==> run_1/layers.png <==
Scale bar: 20 um. Two of the layers only.
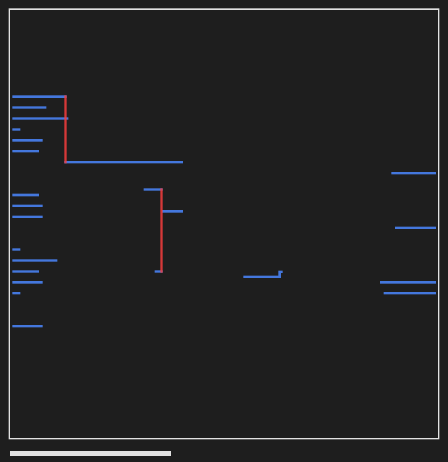
==> run_1/congestion_map.png <==
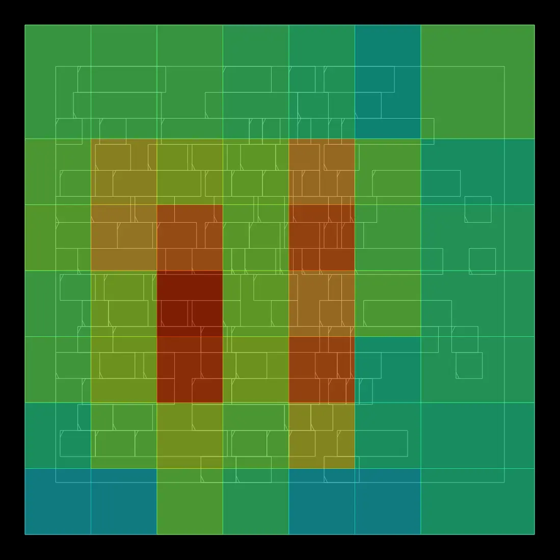
==> run_1/gates.png <==
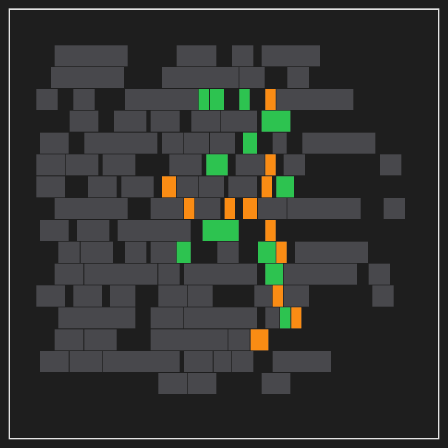
[src/rtl/counter_load_ctrl_3bit_pkg.sv]
// rtl/counter_load_ctrl_3bit_pkg.sv - shared state encoding and width defaults for the window controller
package counter_load_ctrl_3bit_pkg;

  localparam int WIDTH_DEF = 3;
  localparam int REP_W_DEF = 4;

  typedef enum logic [1:0] {
    ST_IDLE  = 2'd0,
    ST_PRIME = 2'd1,
    ST_RUN   = 2'd2,
    ST_DONE  = 2'd3
  } state_t;

endpackage

[src/rtl/counter_load_ctrl_3bit_sat_counter.sv]
// rtl/counter_load_ctrl_3bit_sat_counter.sv - saturating incrementer with synchronous clear
module counter_load_ctrl_3bit_sat_counter
  import counter_load_ctrl_3bit_pkg::*;
#(
  parameter int W = REP_W_DEF
) (
  input  logic         clk,
  input  logic         reset_al_in,
  input  logic         clr,
  input  logic         inc,
  output logic [W-1:0] cnt,
  output logic [W-1:0] cnt_inc
);

  // Value the counter would take on an increment; sticks at all-ones.
  assign cnt_inc = (&cnt) ? cnt : cnt + W'(1);

  always_ff @(posedge clk or negedge reset_al_in) begin
    if (!reset_al_in) begin
      cnt <= '0;
    end else if (clr) begin
      cnt <= '0;
    end else if (inc) begin
      cnt <= cnt_inc;
    end
  end

endmodule

[src/rtl/counter_load_ctrl_3bit.sv]
// rtl/counter_load_ctrl_3bit.sv - drives counter load/data so it cycles a programmable start..end window
module counter_load_ctrl_3bit
  import counter_load_ctrl_3bit_pkg::*;
#(
  parameter int WIDTH = WIDTH_DEF,
  parameter int REP_W = REP_W_DEF
) (
  input  logic             clk,
  input  logic             reset_al_in,
  input  logic             cfg_valid_in,
  output logic             cfg_ready_out,
  input  logic [WIDTH-1:0] cfg_start_in,
  input  logic [WIDTH-1:0] cfg_end_in,
  input  logic [REP_W-1:0] cfg_reps_in,
  input  logic             abort_in,
  input  logic [WIDTH-1:0] count_in,
  output logic             load_out,
  output logic [WIDTH-1:0] d_out,
  output logic             wrap_out,
  output logic             busy_out,
  output logic             done_out,
  output logic [REP_W-1:0] wrap_cnt_out
);

  state_t           state;
  logic [WIDTH-1:0] start_reg;
  logic [WIDTH-1:0] end_reg;
  logic [REP_W-1:0] reps_reg;
  logic [REP_W-1:0] wrap_cnt_inc;
  logic             cfg_accept;
  logic             at_end;
  logic             reps_hit;

  assign cfg_accept = cfg_valid_in && (state == ST_IDLE);
  assign at_end     = (count_in == end_reg);
  // Judged on the post-increment wrap count so the final wrap itself ends the run.
  assign reps_hit   = (reps_reg != '0) && (wrap_cnt_inc == reps_reg);

  always_comb begin
    cfg_ready_out = 1'b0;
    load_out      = 1'b1;
    d_out         = start_reg;
    wrap_out      = 1'b0;
    case (state)
      ST_IDLE: cfg_ready_out = 1'b1;
      ST_RUN: begin
        wrap_out = at_end;
        load_out = at_end || abort_in;
      end
      default: ;
    endcase
  end

  always_ff @(posedge clk or negedge reset_al_in) begin
    if (!reset_al_in) begin
      state     <= ST_IDLE;
      start_reg <= '0;
      end_reg   <= '1;
      reps_reg  <= '0;
      busy_out  <= 1'b0;
      done_out  <= 1'b0;
    end else begin
      busy_out <= 1'b0;
      done_out <= 1'b0;
      case (state)
        ST_IDLE: begin
          if (cfg_valid_in) begin
            start_reg <= cfg_start_in;
            end_reg   <= cfg_end_in;
            reps_reg  <= cfg_reps_in;
            state     <= ST_PRIME;
            busy_out  <= 1'b1;
          end
        end
        ST_PRIME: begin
          if (abort_in) begin
            state <= ST_IDLE;
          end else begin
            state    <= ST_RUN;
            busy_out <= 1'b1;
          end
        end
        ST_RUN: begin
          if (abort_in) begin
            state <= ST_IDLE;
          end else if (at_end && reps_hit) begin
            state    <= ST_DONE;
            done_out <= 1'b1;
          end else begin
            busy_out <= 1'b1;
          end
        end
        default: state <= ST_IDLE;
      endcase
    end
  end

  counter_load_ctrl_3bit_sat_counter #(.W(REP_W)) u_wrap_cnt (
    .clk        (clk),
    .reset_al_in(reset_al_in),
    .clr        (cfg_accept),
    .inc        (wrap_out),
    .cnt        (wrap_cnt_out),
    .cnt_inc    (wrap_cnt_inc)
  );

endmodule

[config.mk]
export PLATFORM = sky130hd
export DESIGN_NAME = counter_load_ctrl_3bit
export DESIGN_NICKNAME = d
export VERILOG_FILES = /design/src/rtl/counter_load_ctrl_3bit_pkg.sv /design/src/rtl/counter_load_ctrl_3bit_sat_counter.sv /design/src/rtl/counter_load_ctrl_3bit.sv
export SDC_FILE = /design/constraint.sdc
export NUM_CORES = 1
export LEC_CHECK = 0
export CAP_MARGIN = 15
export CORE_MARGIN = 3
export CORE_UTILIZATION = 40
export CTS_CLUSTER_DIAMETER = 30
export DETAILED_ROUTE_END_ITERATION = 10
export PLACE_DENSITY = 0.75
export SLEW_MARGIN = 15
export SYNTH_ARGS = -nofsm -noshare
export SYNTH_HDL_FRONTEND = slang
export SYNTH_SLANG_ARGS = --single-unit
[constraint.sdc]
create_clock -name clk -period 2.25 [get_ports clk]
set_input_delay 0.3375 -clock clk [delete_from_list [all_inputs] [get_ports clk]]
set_output_delay 0.3375 -clock clk [all_outputs]
set_load 0.1 [all_outputs]
==> run_results.csv, run 1 <==
group,metric,value,unit
layout,comb_area_share,0.3437,
synth,yosysWarnings,0,
critical_path,cp-end-kind,"output port",
sta,whs,0.3477,ns
layout,n_all_buffers,30,
synth,synthCells,77,
sta,rsz0062_at_grt,"no",
synth,synth_seq_share,0.5077,
power_and_ir_drop,ir_drop,0.0005596,V
layout,logic_gate_count,56,
critical_path,crit_path_cell_trace,"xnor2_1 -> and4b_1 -> buf_12",
cts,cts_resized,0,
layout,clk_share,0.02915,
synth,yosys_cells,77,
synth,yosys-top-cells-count,"dfrtp_1, mux2_2, nor2_1",
floorplanning,num_tap_cells,27,
drt,wl_met2,840,um
drt,first_pass_iters,4,
critical_path,cp.required,1.91,ns
layout,seq_cells,18,
layout,drive_above_1_share,0.3519,
synth,syn-cell-area,894.6,um2
synth,synthTopCellsByArea,"dfrtp_1, mux2_2, dfstp_2",
global_route,grt.overflow.total,0,
outcome,outcome,"finished, final reports clean",
floorplanning,ios,29,
cts,clockBufferDepth,2,
layout,lay_top_count,"clkdlybuf4s50_1",
drt,wl_met3,98,um
power_and_ir_drop,leakagePower,0.5410,nW
critical_path,cp_slowest_stage_delay,0.56,ns
layout,diodes,0,
layout,lay_top_cells,"clkdlybuf4s50_1, dfrtp_1, buf_4",
layout,largest_class,"sequential cells",
floorplanning,chipArea,2840,um2
drt,drc_errors,0,
global_route,grt_pass1_wl,3.139,mm
drt,via_per_inst,4.956,
cts,hold_buffers,0,
drt,wl_met1,734,um
cts,cts_setup_buffers,0,
layout,nets,127,
drt,via_count,669,
drt,wirelength,1.692,mm
floorplanning,die-width,53.29,um
critical_path,worstSetupPathType,"reg -> out",
synth,yosysChipArea,894.6,um2
critical_path,crit_buf_inv,1,
drt,wl_per_cell,12.53,um
sta,setup_tns,0,ns
drt,ant_nets,0,
drt,routed.top_layer,"met4",
layout,buf_share,0.2332,
synth,synth-edff-count,0,
critical_path,path_max_fanout,5,
global_route,grtUsageMet1,0.1842,
synth,synth.top_cell.area_share,0.4196,
cts,clk_latency,0.29,ns
cts,clock-sinks,18,
layout,fill_cells,182,
sta,maxSlewViolCount,0,
global_route,grtUsageTotal,0.1548,
cts,cts_buffers,3,
synth,yosysTopAreaCell,"dfrtp_1",
sta,tightest_slew,0.4402,ns
floorplanning,fp_util,0.4381,
global_route,grt_pass1_vias,738,
synth,yosys.cell_count.top_type,"dfrtp_1",
sta,setup_ws,0.3312,ns
sta,slew_headroom,0.7056,
synth,async_reset_ff_frac,1.000,
layout,synthToLayoutAreaGrowth,39.16,%
cts,clk_pin_slew,0.10,ns
global_route,grt_start_max_net_pins,17,
floorplanning,std_cell_rows,16,
synth,synth_area_per_cell,11.62,um2
layout,logic_area,427.9,um2
place,io_buffers,28,
layout,nClkBuffers,4,
place,place_ws,0.3505,ns
synth,ff_type,"dfrtp_1",
synth,yosysUniqueCellTypes,25,
power_and_ir_drop,p_per_area,830.0,nW/um2
sta,fmax,521.2,MHz
flow_run,warning_count,26,
global_route,use_met3,0.03662,
sta,finalClockPeriodUsage,0.8528,
layout,sh_seq_area,0.3668,
global_route,antenna_found_initial,0,
sta,setup_viol,0,
sta,hold_viol_final,0,
worst_hold_path,hold_path_class,"in -> async",
About layers.png:
Key: red = M4 [wire length 18.4 um]; blue = M3 [wire length 98.4 um]

About congestion_map.png:
met2 Usage GRT: 0.2633
final core occ: 0.6097
Most Crowded Layer GR: met2

About gates.png:
Key: orange = nor cells [cells 12, where middle]; green = nand cells [cells 12]

## run 1: path summary, 6_finish.rpt
path                                                    start                      to  slack, ns  cells after the start
worst max-delay path                   end_reg[0]$_DFFE_PN1P_                wrap_out       0.33                      3
worst min-delay path                              reset_al_in    d_out[0]$_DFFE_PN0P_       0.35                      1
worst max register to register  u_wrap_cnt.cnt[0]$_DFFE_PN0P_      busy_out$_DFF_PN0_       0.47                      6
worst min register to register           d_out[1]$_DFFE_PN0P_    d_out[1]$_DFFE_PN0P_       0.53                      1
max in group asynchronous                         reset_al_in  end_reg[1]$_DFFE_PN1P_       1.34                      2
min in group clk                         d_out[1]$_DFFE_PN0P_    d_out[1]$_DFFE_PN0P_       0.53                      1
## run 1: worst reg2reg max path, delay by kind of cell, from the launching register on
| family | cells | cell delay (ns) |
|---|---|---|
| AOI/OAI and AO/OA | 1 | 0.27 |
| DFF | 1 | 0.46 |
| and+or+nand+nor | 2 | 0.33 |
| adders and majority gates | 1 | 0.26 |
| xor gates and xnor gates | 1 | 0.19 |
| muxes | 1 | 0.17 |
## run 1: logic make-up after synthesis
family / share of synthesized area
buffers and inverters: 0.01678
muxes: 0.1720
AOI/OAI and AO/OA: 0.03777
xor gates and xnor gates: 0.07832
and+or+nand+nor: 0.1734
adders and majority gates: 0.01398
DFF: 0.5077
## run 1: stage by stage
step	instances	instance area, um2
CTS	135	1245
finish	135	1245
floorplan	77	899.6
global placement	131	1209
detailed placement	131	1209
global route	135	1245
## run 1: power by group
group          leakage [nW]  switching [mW]  total [mW]  internal [mW]
combinational         0.302           0.261       0.407          0.146
sequential            0.218          0.0421       0.429          0.387
clock                0.0210          0.0986       0.197         0.0985
==> run_1/class_map.png <==
Scale bar: 20 um.
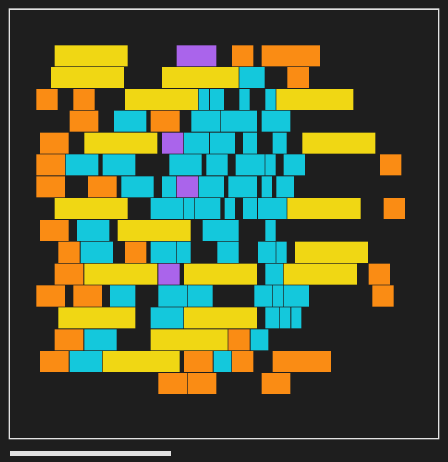

==> run 1 -> run 2 <==
==> constraint.sdc (replaced) <==
create_clock -name clk -period 2.25 [get_ports clk]
set_input_delay 0.3375 -clock clk [delete_from_list [all_inputs] [get_ports clk]]
set_output_delay 0.3375 -clock clk [all_outputs]
set_load 0.01 [all_outputs]
==> run_2/class_map.png <==
Scale bar: 20 um.
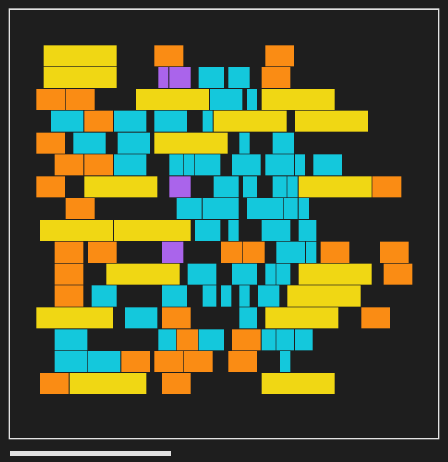
Key: cyan = remaining logic cells [cells 56, share of their area 35%]; purple = clock drivers and dummy loads [cells 4, share of their area 2.2%]; yellow = registers [cells 18, share of their area 38%]; orange = remaining buffers and delay cells [cells 31, share of their area 25%]

==> run_results.csv, run 2 <==
group,metric,value,unit
critical_path,cp.required,1.91,ns
synth,yosysWarnings,0,
layout,fill_cells,189,
synth,yosysUniqueCellTypes,25,
synth,synth.top_cell.area_share,0.4196,
synth,yosys_cells,77,
cts,clk_latency,0.28,ns
power_and_ir_drop,combPwrFrac,0.293,
sta,fmax,474.4,MHz
critical_path,r2r-end,"busy_out$_DFF_PN0_",
global_route,grtUsageTotal,0.1450,
flow_run,warning_count,26,
cts,cts_buffers,3,
power_and_ir_drop,p_int,0.6067,mW
sta,whs,0.3575,ns
sta,rsz0062_at_grt,"no",
synth,async_reset_ff_frac,1.000,
floorplanning,die-width,53.29,um
floorplanning,ios,29,
cts,cts_resized,0,
power_and_ir_drop,ir_drop,0.0004453,V
synth,synth_seq_share,0.5077,
drt,ant_nets,0,
layout,lay_top_cells,"clkdlybuf4s50_1, dfrtp_1, nor2_1, mux2_2, xnor2_1",
global_route,grt_pass1_wl,2.973,mm
layout,synthToLayoutAreaGrowth,38.88,%
synth,syn-cell-area,894.6,um2
place,io_buffers,28,
layout,lay_top_count,"clkdlybuf4s50_1",
power_and_ir_drop,p_per_area,673.7,nW/um2
drt,wl_met2,886,um
sta,hold_viol_final,0,
drt,wl_per_cell,13.22,um
sta,slew_headroom,0.6960,
worst_hold_path,hold_path_class,"in -> async",
global_route,antenna_found_initial,0,
critical_path,worstSetupPathType,"reg -> out",
critical_path,cp-endpoint,"wrap_out",
sta,setup_tns,0,ns
global_route,grt.overflow.total,0,
critical_path,cp-startpoint,"end_reg[0]$_DFFE_PN1P_",
floorplanning,fp_util,0.4381,
cts,clk_pin_slew,0.10,ns
sta,maxSlewViolCount,0,
synth,yosys.cell_count.top_type,"dfrtp_1",
power_and_ir_drop,p_switching,0.2304,mW
synth,yosysTopAreaCell,"dfrtp_1",
global_route,grt_pass1_vias,700,
drt,wl_met1,811,um
synth,synth-edff-count,0,
cts,hold_buffers,0,
floorplanning,std_cell_rows,16,
global_route,grt_start_max_net_pins,17,
synth,synthCells,77,
critical_path,r2r-start,"u_wrap_cnt.cnt[0]$_DFFE_PN0P_",
synth,synthTopCellsByArea,"dfrtp_1, mux2_2, dfstp_2",
floorplanning,chipArea,2840,um2
layout,drive_above_1_share,0.2110,
synth,ff_type,"dfrtp_1",
outcome,outcome,"finished, final reports clean",
cts,clock-sinks,18,
==> run_2/congestion_map.png <==
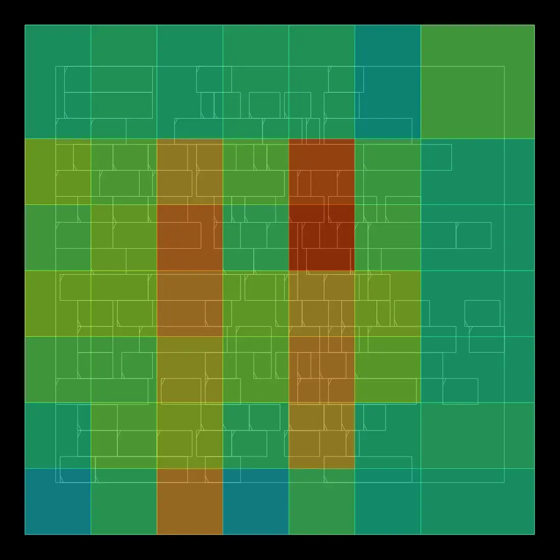
GRT met3 Usage: 0.03099
final core occ: 0.6085
grt met1 use: 0.1743

-- run 2: cell count changes in the layout (fill, tap and decap cells not counted), sizes merged --
cell / previous run / this run
clkdlybuf4s50: 16 / 28
buf: 14 / 3
-- run 2: power groups by stage --
stage,logic (mW),clock network [mW],registers (mW)
floorplan,0.134,0,0.433
global placement,0.241,0,0.429
detailed placement,0.248,0,0.434
CTS,0.249,0.174,0.428
global route,0.267,0.189,0.435
finish,0.245,0.164,0.427
-- run 2: final cells by class --
| cell class | count | area, um2 | share of cell area |
|---|---|---|---|
| clock buffers | 4 | 26.28 | 0.02115 |
| flip-flops and latches | 18 | 454.2 | 0.3656 |
| repair buffers | 31 | 302.8 | 0.2437 |
| multi-input cells | 56 | 425.4 | 0.3424 |
| well taps | 27 | 33.78 | 0.02719 |
-- run 2: routing by layer --
metal	up-vias	GRT usage
met5	-	0
met4	0	0.05106
met3	0	0.03099
met2	19	0.2510
met1	317	0.1743
li1	328	-
-- run 2: cell families after synthesis --
family | count (synthesis) | share of synthesized area
buffers and inverters | 3 | 0.01678
multiplexers | 14 | 0.1720
AND-OR/OR-AND | 5 | 0.03777
flip-flops | 18 | 0.5077
XOR/XNOR | 8 | 0.07832
AND/OR/NAND/NOR | 28 | 0.1734
adder cells (fa/ha/maj) | 1 | 0.01398
-- run 2: stage by stage --
stage	std cells	power [mW]	worst slack [ns]	area, um2
global placement	132	0.6697	0.1610	1216
finish	136	0.8370	0.1422	1242
floorplan	77	0.5667	0.5380	894.6
detailed placement	132	0.6819	0.1629	1216
global route	136	0.8913	0.06841	1242
CTS	136	0.8505	0.1244	1242
-- run 2: worst max-delay path: stages (launching register included) --
cell             delay (ns)
dfstp_2                0.55
xnor2_1                0.13
and4b_1                0.25
clkdlybuf4s50_1        0.55
Power figures rest on the tool's default switching activity, not on a simulated workload.
